<file path="src/rtl/masku_result_acc_if.sv">
// Handshake and data bundle between the mask-unit operand stage, the
// result accumulator and the lane write-back path.
interface masku_result_acc_if #(
  parameter int unsigned NrLanes = 4,
  parameter int unsigned VlWidth = 16
);
  localparam int unsigned DW = NrLanes * 64;
  localparam int unsigned PW = $clog2(DW) + 1;

  // Instruction setup
  logic               start_i;
  logic [VlWidth-1:0] vl_i;
  logic [1:0]         vsew_i;

  // Compressed beat input
  logic               op_valid_i;
  logic               op_ready_o;
  logic [DW-1:0]      alu_result_compressed_i;
  logic [DW-1:0]      bit_enable_i;
  logic [PW-1:0]      vrf_pnt_o;

  // Result word output
  logic               res_valid_o;
  logic               res_ready_i;
  logic [DW-1:0]      res_data_o;
  logic [DW-1:0]      res_be_o;
  logic               res_last_o;

  // Status
  logic               busy_o;
  logic               done_o;

  // Upstream / write-back side (drives beats, consumes words)
  modport master (
    output start_i, vl_i, vsew_i,
    output op_valid_i, alu_result_compressed_i, bit_enable_i,
    output res_ready_i,
    input  op_ready_o, vrf_pnt_o,
    input  res_valid_o, res_data_o, res_be_o, res_last_o,
    input  busy_o, done_o
  );

  // Accumulator side
  modport slave (
    input  start_i, vl_i, vsew_i,
    input  op_valid_i, alu_result_compressed_i, bit_enable_i,
    input  res_ready_i,
    output op_ready_o, vrf_pnt_o,
    output res_valid_o, res_data_o, res_be_o, res_last_o,
    output busy_o, done_o
  );
endinterface

</file>
<file path="src/rtl/masku_result_acc.sv">
// Mask-unit result accumulator: gathers compressed 1-bit-per-element compare
// results, beat by beat, into a DW-wide mask word and hands each full (or
// final partial) word to the lane write-back path.
module masku_result_acc #(
  parameter int unsigned NrLanes = 4,
  parameter int unsigned VlWidth = 16
) (
  input logic               clk_i,
  input logic               rst_ni,
  masku_result_acc_if.slave bus
);
  localparam int unsigned ELEN = 64;
  localparam int unsigned DW   = NrLanes * ELEN;
  localparam int unsigned PW   = $clog2(DW) + 1;

  typedef enum logic [1:0] {
    IDLE  = 2'd0,
    ACCUM = 2'd1,
    FLUSH = 2'd2
  } state_e;

  state_e             state_r;
  state_e             next_state_s;

  logic [VlWidth-1:0] vl_r;
  logic [1:0]         vsew_r;
  logic [VlWidth-1:0] elem_cnt_r;
  logic [PW-1:0]      vrf_pnt_r;
  logic [DW-1:0]      acc_data_r;
  logic [DW-1:0]      acc_be_r;
  logic               last_r;
  logic               done_zero_r;

  logic [VlWidth-1:0] bpb_s;
  logic [VlWidth-1:0] remain_s;
  logic [VlWidth-1:0] n_s;
  logic [VlWidth-1:0] elem_sum_s;
  logic [PW-1:0]      pnt_sum_s;
  logic               last_beat_s;
  logic               word_full_s;
  logic               accept_s;
  logic               flush_hs_s;
  logic               start_go_s;
  logic               start_zero_s;
  logic               op_ready_s;
  logic               res_valid_s;
  logic               busy_s;

  // Beat sizing: elements per beat from the latched SEW, clipped to what remains of vl.
  always_comb begin
    bpb_s       = VlWidth'(DW >> (32'd3 + 32'(vsew_r)));
    remain_s    = vl_r - elem_cnt_r;
    if (bpb_s < remain_s) begin
      n_s = bpb_s;
    end else begin
      n_s = remain_s;
    end
    elem_sum_s  = elem_cnt_r + n_s;
    pnt_sum_s   = vrf_pnt_r + PW'(n_s);
    last_beat_s = (elem_sum_s == vl_r);
    word_full_s = (pnt_sum_s == PW'(DW));
  end

  // Handshake qualifiers shared by the FSM and the datapath.
  always_comb begin
    accept_s     = (state_r == ACCUM) && bus.op_valid_i;
    flush_hs_s   = (state_r == FLUSH) && bus.res_ready_i;
    start_go_s   = (state_r == IDLE) && bus.start_i && (bus.vl_i != '0);
    start_zero_s = (state_r == IDLE) && bus.start_i && (bus.vl_i == '0);
  end

  // State register.
  always_ff @(posedge clk_i or negedge rst_ni) begin
    if (!rst_ni) begin
      state_r <= IDLE;
    end else begin
      state_r <= next_state_s;
    end
  end

  // Next-state logic and state-decoded handshake outputs.
  always_comb begin
    next_state_s = state_r;
    op_ready_s   = 1'b0;
    res_valid_s  = 1'b0;
    busy_s       = 1'b1;
    case (state_r)
      IDLE: begin
        busy_s = 1'b0;
        if (start_go_s) begin
          next_state_s = ACCUM;
        end else begin
          next_state_s = IDLE;
        end
      end
      ACCUM: begin
        op_ready_s = 1'b1;
        if (bus.op_valid_i && (word_full_s || last_beat_s)) begin
          next_state_s = FLUSH;
        end else begin
          next_state_s = ACCUM;
        end
      end
      FLUSH: begin
        res_valid_s = 1'b1;
        if (bus.res_ready_i && last_r) begin
          next_state_s = IDLE;
        end else if (bus.res_ready_i) begin
          next_state_s = ACCUM;
        end else begin
          next_state_s = FLUSH;
        end
      end
      default: begin
        next_state_s = IDLE;
        busy_s       = 1'b0;
      end
    endcase
  end

  // Accumulation datapath: latch on start, OR in beats, clear the word on hand-off.
  always_ff @(posedge clk_i or negedge rst_ni) begin
    if (!rst_ni) begin
      vl_r        <= '0;
      vsew_r      <= 2'd0;
      elem_cnt_r  <= '0;
      vrf_pnt_r   <= '0;
      acc_data_r  <= '0;
      acc_be_r    <= '0;
      last_r      <= 1'b0;
      done_zero_r <= 1'b0;
    end else begin
      done_zero_r <= start_zero_s;
      if (start_go_s) begin
        vl_r       <= bus.vl_i;
        vsew_r     <= bus.vsew_i;
        elem_cnt_r <= '0;
        vrf_pnt_r  <= '0;
        acc_data_r <= '0;
        acc_be_r   <= '0;
        last_r     <= 1'b0;
      end else if (accept_s) begin
        acc_data_r <= acc_data_r | (bus.alu_result_compressed_i & bus.bit_enable_i);
        acc_be_r   <= acc_be_r | bus.bit_enable_i;
        elem_cnt_r <= elem_sum_s;
        vrf_pnt_r  <= pnt_sum_s;
        last_r     <= last_beat_s;
      end else if (flush_hs_s) begin
        acc_data_r <= '0;
        acc_be_r   <= '0;
        vrf_pnt_r  <= '0;
        last_r     <= 1'b0;
      end
    end
  end

  // Output drive: data path straight from registers, done pulses on the zero-length
  // start (one cycle later) or on the final word's hand-off.
  always_comb begin
    bus.op_ready_o  = op_ready_s;
    bus.res_valid_o = res_valid_s;
    bus.busy_o      = busy_s;
    bus.res_data_o  = acc_data_r;
    bus.res_be_o    = acc_be_r;
    bus.res_last_o  = last_r;
    bus.vrf_pnt_o   = vrf_pnt_r;
    bus.done_o      = done_zero_r | (flush_hs_s & last_r);
  end

endmodule

</file>
<file path="src/flat_wrapper.sv">
// flat-port wrapper written by rule: the top's interface ports become plain ports
module masku_result_acc_flat 
#(
  parameter int unsigned NrLanes = 4,
  parameter int unsigned VlWidth = 16
)
  (clk_i, rst_ni, bus_start_i, bus_vl_i, bus_vsew_i, bus_op_valid_i, bus_alu_result_compressed_i, bus_bit_enable_i, bus_res_ready_i, bus_op_ready_o, bus_vrf_pnt_o, bus_res_valid_o, bus_res_data_o, bus_res_be_o, bus_res_last_o, bus_busy_o, bus_done_o);
  masku_result_acc_if #(.NrLanes(NrLanes), .VlWidth(VlWidth)) bus_i ();
  input logic clk_i;
  input logic rst_ni;
  input wire logic [$bits(bus_i.start_i)-1:0] bus_start_i;
  input wire logic [$bits(bus_i.vl_i)-1:0] bus_vl_i;
  input wire logic [$bits(bus_i.vsew_i)-1:0] bus_vsew_i;
  input wire logic [$bits(bus_i.op_valid_i)-1:0] bus_op_valid_i;
  input wire logic [$bits(bus_i.alu_result_compressed_i)-1:0] bus_alu_result_compressed_i;
  input wire logic [$bits(bus_i.bit_enable_i)-1:0] bus_bit_enable_i;
  input wire logic [$bits(bus_i.res_ready_i)-1:0] bus_res_ready_i;
  output wire logic [$bits(bus_i.op_ready_o)-1:0] bus_op_ready_o;
  output wire logic [$bits(bus_i.vrf_pnt_o)-1:0] bus_vrf_pnt_o;
  output wire logic [$bits(bus_i.res_valid_o)-1:0] bus_res_valid_o;
  output wire logic [$bits(bus_i.res_data_o)-1:0] bus_res_data_o;
  output wire logic [$bits(bus_i.res_be_o)-1:0] bus_res_be_o;
  output wire logic [$bits(bus_i.res_last_o)-1:0] bus_res_last_o;
  output wire logic [$bits(bus_i.busy_o)-1:0] bus_busy_o;
  output wire logic [$bits(bus_i.done_o)-1:0] bus_done_o;
  assign bus_i.start_i = bus_start_i;
  assign bus_i.vl_i = bus_vl_i;
  assign bus_i.vsew_i = bus_vsew_i;
  assign bus_i.op_valid_i = bus_op_valid_i;
  assign bus_i.alu_result_compressed_i = bus_alu_result_compressed_i;
  assign bus_i.bit_enable_i = bus_bit_enable_i;
  assign bus_i.res_ready_i = bus_res_ready_i;
  assign bus_op_ready_o = bus_i.op_ready_o;
  assign bus_vrf_pnt_o = bus_i.vrf_pnt_o;
  assign bus_res_valid_o = bus_i.res_valid_o;
  assign bus_res_data_o = bus_i.res_data_o;
  assign bus_res_be_o = bus_i.res_be_o;
  assign bus_res_last_o = bus_i.res_last_o;
  assign bus_busy_o = bus_i.busy_o;
  assign bus_done_o = bus_i.done_o;
  masku_result_acc #(.NrLanes(NrLanes), .VlWidth(VlWidth)) u_core (.clk_i(clk_i), .rst_ni(rst_ni), .bus(bus_i));
endmodule
</file>
<file path="config.mk">
export PLATFORM = sky130hd
export DESIGN_NAME = masku_result_acc_flat
export DESIGN_NICKNAME = d
export VERILOG_FILES = /design/src/rtl/masku_result_acc_if.sv /design/src/rtl/masku_result_acc.sv /design/src/flat_wrapper.sv
export SDC_FILE = /design/constraint.sdc
export NUM_CORES = 1
export LEC_CHECK = 0
export CORE_AREA = 2 2 418 420
export DETAILED_ROUTE_END_ITERATION = 7
export DIE_AREA = 0 0 420 422
export GPL_ROUTABILITY_DRIVEN = 0
export PLACE_DENSITY = 0.35
export SLEW_MARGIN = 20
export SYNTH_ARGS = -nofsm -noshare
export SYNTH_HDL_FRONTEND = slang
export SYNTH_SLANG_ARGS = --single-unit
</file>
<file path="constraint.sdc">
create_clock -name clk_i -period 10.6 [get_ports clk_i]
set_clock_uncertainty 0.15 [all_clocks]
set_input_delay 2.12 -clock clk_i [delete_from_list [all_inputs] [get_ports clk_i]]
set_output_delay 2.12 -clock clk_i [all_outputs]
set_load 0.01 [all_outputs]
</file>
==> impl_metrics.py <==
# Generated from Yosys and OpenROAD reports
metrics = {
    "setup_path": {
        "crit_path_end_kind": "flip-flop",
        "crit_type": "flip-flop to flip-flop",
        "crit_path_start_kind": "flip-flop",
        "rrSetupSlack_ns": 3.41,
        "cp_max_fo": 5,
        "slowest_stage": "a2111oi_0",
        "cp-startpoint": "u_core.vl_r[0]",
        "cp_num_cells": 21,
        "worstPathCellList": "inv_1 > ha_1 > inv_1 > fa_1 > a211oi_1 > o21bai_1 > a2111oi_0 > o31ai_1 > a221oi_1 > xnor2_1 > and4_1 > o32ai_1 > ha_1 > and3_1 > a221o_1 > nor3b_4 > mux2_4 > or4_1 > or4_1 > nor4_2 > o221ai_1",
        "slowest_delay_ns": 0.82,
        "path_buffers": 2,
        "rr_worst_depth": 21,
        "worstPathRequired_ns": 11.00,
    },
    "logic_synthesis": {
        "synth_cells": 1993,
        "top_area_share_pct": 62.2,
        "synthFlopType": "dfrtp_1",
        "syn_area_per_cell_um2": 11.3,
        "ys_ff": 559,
        "area_leaders": "dfrtp_1, a32o_1, a21oi_1, nor2_1, ha_1",
        "largest_area_cell": "dfrtp_1",
        "synth_top_cell_by_count": "dfrtp_1",
        "yosys_area_um2": 22500,
        "yosys_warnings": 0,
        "async_flop_share_pct": 100,
        "edf_count": 0,
        "yosys.area_share.xor_xnor_pct": 1.49,
        "ys_sh_simple_pct": 9.14,
    },
    "job": {
        "warnings": 52,
    },
    "global_routing": {
        "grt_antenna_before_repair": 24,
        "grt_usage_pct": 15.6,
        "first_global_vias": 21600,
        "grtUsageMet1_pct": 18.5,
    },
    "sta": {
        "setup_slack_ns": 3.41,
        "max-slew-margin-rel_pct": 29.1,
        "finalClockPeriodUsage_pct": 67.8,
        "period_minus_slack_ns": 7.19,
        "fin_hold_ws_ns": 0.338,
        "setup_viol": 0,
        "worstMarginPinSlew_ns": 1.06,
        "rsz0062_at_grt": "false",
    },
    "clocking": {
        "clk_latency_ns": 0.70,
        "htreeDepth": 3,
        "cts_made_buffers": 77,
        "cts_tree": "yes",
        "clk_pin_slew_worst_paths_ns": 0.06,
        "ctsResizeCount": 0,
        "cts_max_path_buffers": 3,
        "cts_setup_buffers": 0,
        "cts-root-buf": "clkbuf_16",
    },
    "drt": {
        "wl_met2_um": 74500,
        "via_count": 20900,
        "drt_iter0_drc": 1428,
        "wl_met1_um": 56700,
        "route.met3.wl_um": 8140,
        "drtPass1Iterations": 5,
        "drc": 0,
    },
    "final_layout": {
        "finalInstanceArea_um2": 38400,
        "nFillCells": 18700,
        "instances_no_fill": 5422,
        "drive_gt1_share_pct": 5.28,
    },
    "hold_path": {
        "holdPathEnd": "u_core.bus.res_data_o[177]",
        "holdPathStages": 1,
        "min_from": "u_core.bus.res_data_o[177]",
    },
    "floorplan": {
        "ios": 1061,
        "coreArea_um2": 173000,
        "die_h_um": 422,
        "dieWidth_um": 420,
        "std_cell_rows": 153,
    },
    "place": {
        "dp_slack_ns": 3.43,
        "placed_area_um2": 35900,
    },
    "power": {
        "maxPowerGroup": "combinational logic",
        "seq_power_w": 0.00298,
        "switchingPower_w": 0.00355,
        "power_density_nw_per_um2": 245,
        "power_frac_comb_pct": 39.7,
        "clk-power_w": 0.00269,
        "ir_drop_mv": 0.118,
        "pg_comb_w": 0.00373,
        "power_w": 0.00940,
    },
    "status": {
        "outcome": "finished clean",
    },
}
-- layout make-up --
type | instances | area share [%]
Antenna cell | 8 | 0.0521
Clock buffer | 115 | 5.80
Clock inverter | 19 | 0.859
Inverter | 37 | 0.361
Multi-Input combinational cell | 1276 | 20.6
Sequential cell | 559 | 36.4
Tap cell | 2325 | 7.57
Timing Repair Buffer | 1083 | 28.4
-- layout by cell type (no fill, tap or decap), drive strengths merged, types with 5 or more instances in the layout --
cell type and instances:
a21oi 303, a32o 187, ha 48, o21ai 31, inv 38, o31ai 6, nand3 7, a221oi 5
mux2 14, clkbuf 115, a31oi 77, dfrtp 559, clkinv 12, buf 24, diode 8, xor2 12
nor2 365, o21a 9, conb 11, and3 7, nor2b 7, nor4 8, nor3b 5, nor3 8
a21o 14, clkdlybuf4s50 1059, a22o 6, nand2 61, xnor2 21
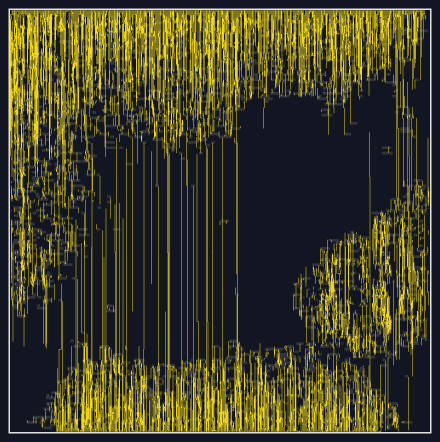
met2.png
(1 px per um)
nets with wire on the layer: 3183
longest straight run: 294 um
main direction: vertical

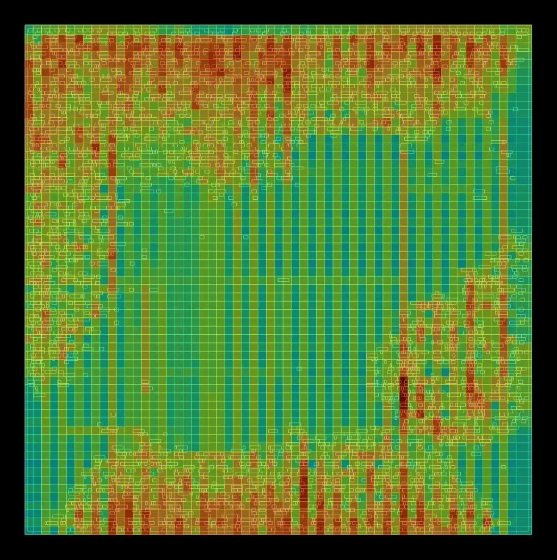
final_congestion.png
GRT Max-Usage Layer: met2
Util after Layout: 22.2%
met3 usage: 4.02%
M2 GR Usage: 27.8%
WL/cell: 26.2 um

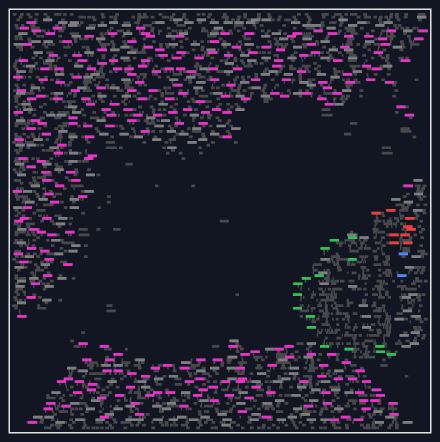
registers.png
(1 px per um) Other sequential cells in the stronger grey, the rest of the logic in the fainter grey.
legend:
  red:
    name_in_the_netlist: u_core.bus.vrf_pnt_o
    placed_flops: 9
    where: east
  magenta:
    name_in_the_netlist: u_core.bus.res_be_o
    placed_flops: 256
    where: widely spread
  blue:
    name_in_the_netlist: u_core.vsew_r
    placed_flops: 2
  green:
    name_in_the_netlist: u_core.elem_cnt_r
    placed_flops: 16

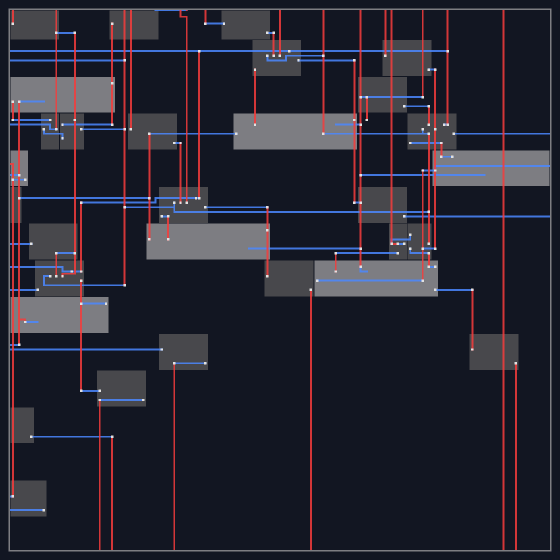
zoom.png
Region (190, 275) to (230, 315) um. Cells in grey, sequential cells in the stronger grey; small squares are vias.
legend:
  red:
    layer: met2
  blue:
    layer: met1
most frequent: clkdlybuf4s50_1 (13), dfrtp_1 (6), a32o_1 (4)
netlist names of flops here include: u_core.bus.res_data_o (4), u_core.bus.res_be_o (2)
cells with their middle in the window: 27
sequential cells in the window: 6

Power is estimated from default activity; no workload was simulated.
